### src/rtl/fifo_pkg.sv
// Shared FIFO types and helpers for the read and write controllers.
// Build option FIFO_FWFT_EN selects first-word-fall-through reads.
package fifo_pkg;

  localparam int DATA_W_DEF = 8;
  localparam int ADDR_W_DEF = 4;

  typedef logic [DATA_W_DEF-1:0] fifo_data_t;
  typedef logic [ADDR_W_DEF:0]   fifo_ptr_t;

  typedef enum logic [1:0] {
    SK_EMPTY = 2'd0,
    SK_ONE   = 2'd1,
    SK_TWO   = 2'd2
  } skid_state_t;

  // Wrap-bit pointers make plain subtraction the occupancy.
  function automatic fifo_ptr_t ptr_occ(
    input fifo_ptr_t wr,
    input fifo_ptr_t rd
  );
    return wr - rd;
  endfunction

endpackage

### src/rtl/fifo_rd_skid.sv
// Two-entry output buffer feeding the consumer in FIFO_FWFT_EN builds.
// Arriving data bypasses straight to the output while the buffer is empty.
module fifo_rd_skid
  import fifo_pkg::*;
#(
  parameter int DATA_W = DATA_W_DEF
) (
  input  logic              clk,
  input  logic              reset,
  input  logic              arr_valid,
  input  logic [DATA_W-1:0] arr_data,
  input  logic              pop,
  output logic              out_valid,
  output logic [DATA_W-1:0] out_data,
  output logic [1:0]        occ
);

  skid_state_t       state_q, state_d;
  logic [DATA_W-1:0] e0_q, e0_d;
  logic [DATA_W-1:0] e1_q, e1_d;

  always_comb begin
    state_d = state_q;
    e0_d    = e0_q;
    e1_d    = e1_q;
    unique case (state_q)
      SK_EMPTY: begin
        if (arr_valid && !pop) begin
          state_d = SK_ONE;
          e0_d    = arr_data;
        end
      end
      SK_ONE: begin
        if (arr_valid && !pop) begin
          state_d = SK_TWO;
          e1_d    = arr_data;
        end else if (arr_valid && pop) begin
          e0_d = arr_data;
        end else if (pop) begin
          state_d = SK_EMPTY;
        end
      end
      SK_TWO: begin
        if (pop) begin
          e0_d = e1_q;
          if (arr_valid) e1_d = arr_data;
          else state_d = SK_ONE;
        end
      end
      default: state_d = SK_EMPTY;
    endcase
  end

  always_comb begin
    out_valid = (state_q != SK_EMPTY) | arr_valid;
    out_data  = e0_q;
    occ       = 2'd0;
    if (state_q == SK_EMPTY)
      out_data = arr_valid ? arr_data : '0;
    if (state_q == SK_ONE) occ = 2'd1;
    if (state_q == SK_TWO) occ = 2'd2;
  end

  always_ff @(posedge clk or posedge reset) begin
    if (reset) begin
      state_q <= SK_EMPTY;
      e0_q    <= '0;
      e1_q    <= '0;
    end else begin
      state_q <= state_d;
      e0_q    <= e0_d;
      e1_q    <= e1_d;
    end
  end

endmodule

### src/rtl/fifo_rd_ctrl.sv
// Read-side FIFO controller: read pointer, empty flags, storage read port.
// Define FIFO_FWFT_EN for first-word-fall-through via fifo_rd_skid.
module fifo_rd_ctrl
  import fifo_pkg::*;
#(
  parameter int DATA_W    = DATA_W_DEF,
  parameter int ADDR_W    = ADDR_W_DEF,
  parameter int AE_THRESH = 2
) (
  input  logic              clk,
  input  logic              reset,
  input  logic [ADDR_W:0]   wr_ptr,
  output logic [ADDR_W:0]   rd_ptr,
  output logic              mem_ren,
  output logic [ADDR_W-1:0] mem_raddr,
  input  logic [DATA_W-1:0] mem_rdata,
  input  logic              renb,
  output logic [DATA_W-1:0] dout,
  output logic              dvalid,
  output logic              empty,
  output logic              almost_empty,
  output logic              underflow
);

  typedef logic [ADDR_W+1:0] occ_t;
  localparam occ_t AE_T = occ_t'(AE_THRESH);

  logic [ADDR_W:0] rd_ptr_q, rd_ptr_d;
  logic [ADDR_W:0] occ_mem;
  logic            underflow_q, underflow_d;
  occ_t            occ_all;

  assign occ_mem      = wr_ptr - rd_ptr_q;
  assign rd_ptr       = rd_ptr_q;
  assign mem_raddr    = rd_ptr_q[ADDR_W-1:0];
  assign underflow    = underflow_q;
  assign almost_empty = reset | (occ_all <= AE_T);

`ifdef FIFO_FWFT_EN

  logic              arr_q, arr_d;
  logic [1:0]        infl_q, infl_d;
  logic              pop;
  logic              sk_valid;
  logic [DATA_W-1:0] sk_data;
  logic [1:0]        sk_occ;
  logic [2:0]        demand;

  fifo_rd_skid #(
    .DATA_W(DATA_W)
  ) u_skid (
    .clk       (clk),
    .reset     (reset),
    .arr_valid (arr_q),
    .arr_data  (mem_rdata),
    .pop       (pop),
    .out_valid (sk_valid),
    .out_data  (sk_data),
    .occ       (sk_occ)
  );

  // Prefetch only while buffered plus outstanding words stay below two.
  always_comb begin
    pop         = renb & sk_valid;
    demand      = {1'b0, sk_occ} + {1'b0, infl_q} - {2'b0, pop};
    mem_ren     = ~reset & (occ_mem != '0) & (demand < 3'd2);
    arr_d       = mem_ren;
    infl_d      = infl_q + {1'b0, mem_ren} - {1'b0, arr_q};
    rd_ptr_d    = rd_ptr_q + {{ADDR_W{1'b0}}, mem_ren};
    underflow_d = renb & ~sk_valid;
    occ_all     = {1'b0, occ_mem} + occ_t'(sk_occ) + occ_t'(infl_q);
  end

  assign dvalid = sk_valid;
  assign dout   = sk_data;
  assign empty  = ~sk_valid;

  always_ff @(posedge clk or posedge reset) begin
    if (reset) begin
      rd_ptr_q    <= '0;
      arr_q       <= 1'b0;
      infl_q      <= 2'd0;
      underflow_q <= 1'b0;
    end else begin
      rd_ptr_q    <= rd_ptr_d;
      arr_q       <= arr_d;
      infl_q      <= infl_d;
      underflow_q <= underflow_d;
    end
  end

`else

  logic dvalid_q, dvalid_d;

  always_comb begin
    empty       = reset | (rd_ptr_q == wr_ptr);
    mem_ren     = renb & ~empty;
    rd_ptr_d    = rd_ptr_q + {{ADDR_W{1'b0}}, mem_ren};
    dvalid_d    = mem_ren;
    underflow_d = renb & empty;
    occ_all     = {1'b0, occ_mem};
  end

  assign dvalid = dvalid_q;
  assign dout   = dvalid_q ? mem_rdata : '0;

  always_ff @(posedge clk or posedge reset) begin
    if (reset) begin
      rd_ptr_q    <= '0;
      dvalid_q    <= 1'b0;
      underflow_q <= 1'b0;
    end else begin
      rd_ptr_q    <= rd_ptr_d;
      dvalid_q    <= dvalid_d;
      underflow_q <= underflow_d;
    end
  end

`endif

endmodule
### config.mk
export PLATFORM = sky130hd
export DESIGN_NAME = fifo_rd_ctrl
export DESIGN_NICKNAME = d
export VERILOG_FILES = /design/src/rtl/fifo_pkg.sv /design/src/rtl/fifo_rd_skid.sv /design/src/rtl/fifo_rd_ctrl.sv
export SDC_FILE = /design/constraint.sdc
export NUM_CORES = 1
export LEC_CHECK = 0
export ABC_CLOCK_PERIOD_IN_PS = 5900
export CAP_MARGIN = 40
export CORE_MARGIN = 2
export CORE_UTILIZATION = 36
export CTS_CLUSTER_SIZE = 20
export DETAILED_ROUTE_END_ITERATION = 10
export PLACE_DENSITY_LB_ADDON = 0.08
export RECOVER_POWER = 100
export SETUP_SLACK_MARGIN = 0.3
export SYNTH_ARGS = -nofsm -noshare
export SYNTH_HDL_FRONTEND = slang
export SYNTH_HIERARCHICAL = 1
export SYNTH_SLANG_ARGS = --single-unit
### constraint.sdc
create_clock -name clk -period 5.9 [get_ports clk]
set_input_delay 1.77 -clock clk [delete_from_list [all_inputs] [get_ports clk]]
set_output_delay 1.77 -clock clk [all_outputs]
set_load 0.02 [all_outputs]
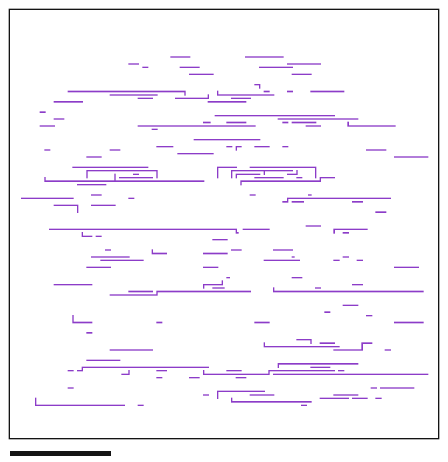
Figure 1: the metal 1 layer.
Bar = 10 µm.
longest straight run	18.4 µm
nets with wire on the layer	99
wire length on this layer	454 µm
main direction	horizontal
drt total wl: 1150 µm
vias: 470
M1 GR Usage: 0.174

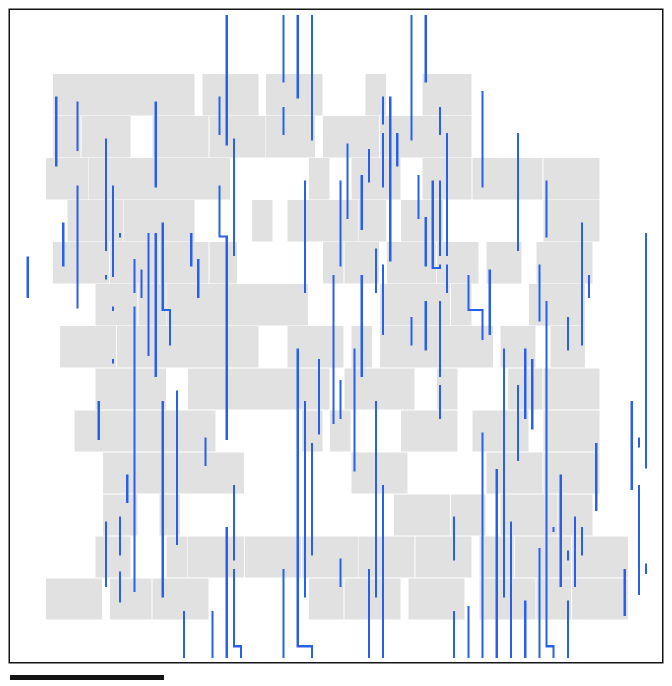
Figure 2: met2 routing.
Bar = 10 µm.
share of all routed wire	54%
main direction	vertical

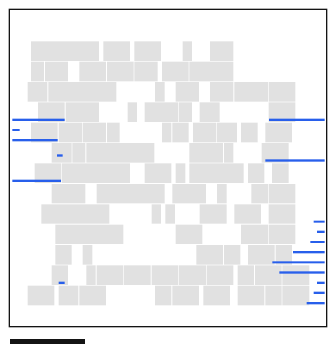
Figure 3: the metal 3 layer.
Bar = 10 µm.
nets with wire on the layer	16
main direction	horizontal
wire length on this layer	58.2 µm
share of all routed wire	5.1%
longest straight run	7.60 µm
GR Util met3: 0.0216

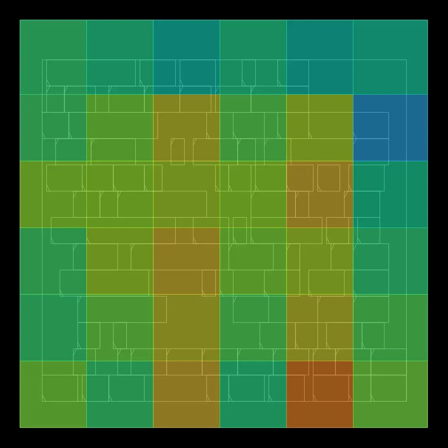
Figure 4: routing congestion.
GR peak layer: met2
Global Route Usage Sum: 0.153
WL/cell: 10.9 µm

==> results_slide.txt <==
Run Summary

Critical path
  • Critical path capture point type: output port
  • Setup CP Type: in2out
  • WP data arrival: 3.82 ns
  • Critical path depth: 10
  • CP required: 4.13 ns

Final layout
  • Max reg flops: 5
  • Flop area: 175 µm²
  • Non-CTS inverters: 7
  • Flip-flops: 7
  • Logic share of the area: 0.327

Logic synthesis
  • Seq share, synth: 0.333
  • Largest family of logic cells by area: adder cells
  • Ao+oa area frac: 0.0857

Outcome
  • Outcome: finished, final reports clean

Clocking
  • Largest buffer count on any clock path: 2
  • CTS Sinks: 7
  • TritonCTS Buffers: 3

Global route
  • Largest net degree at the start of global routing: 10

Hold path
  • Hold_sp: rd_ptr[4]
  • Hold WC Path Type: reg2reg

STA
  • Worst setup margin: 0.309 ns
  • Maximum clock frequency: 179 MHz

Run
  • OpenROAD warning count: 26
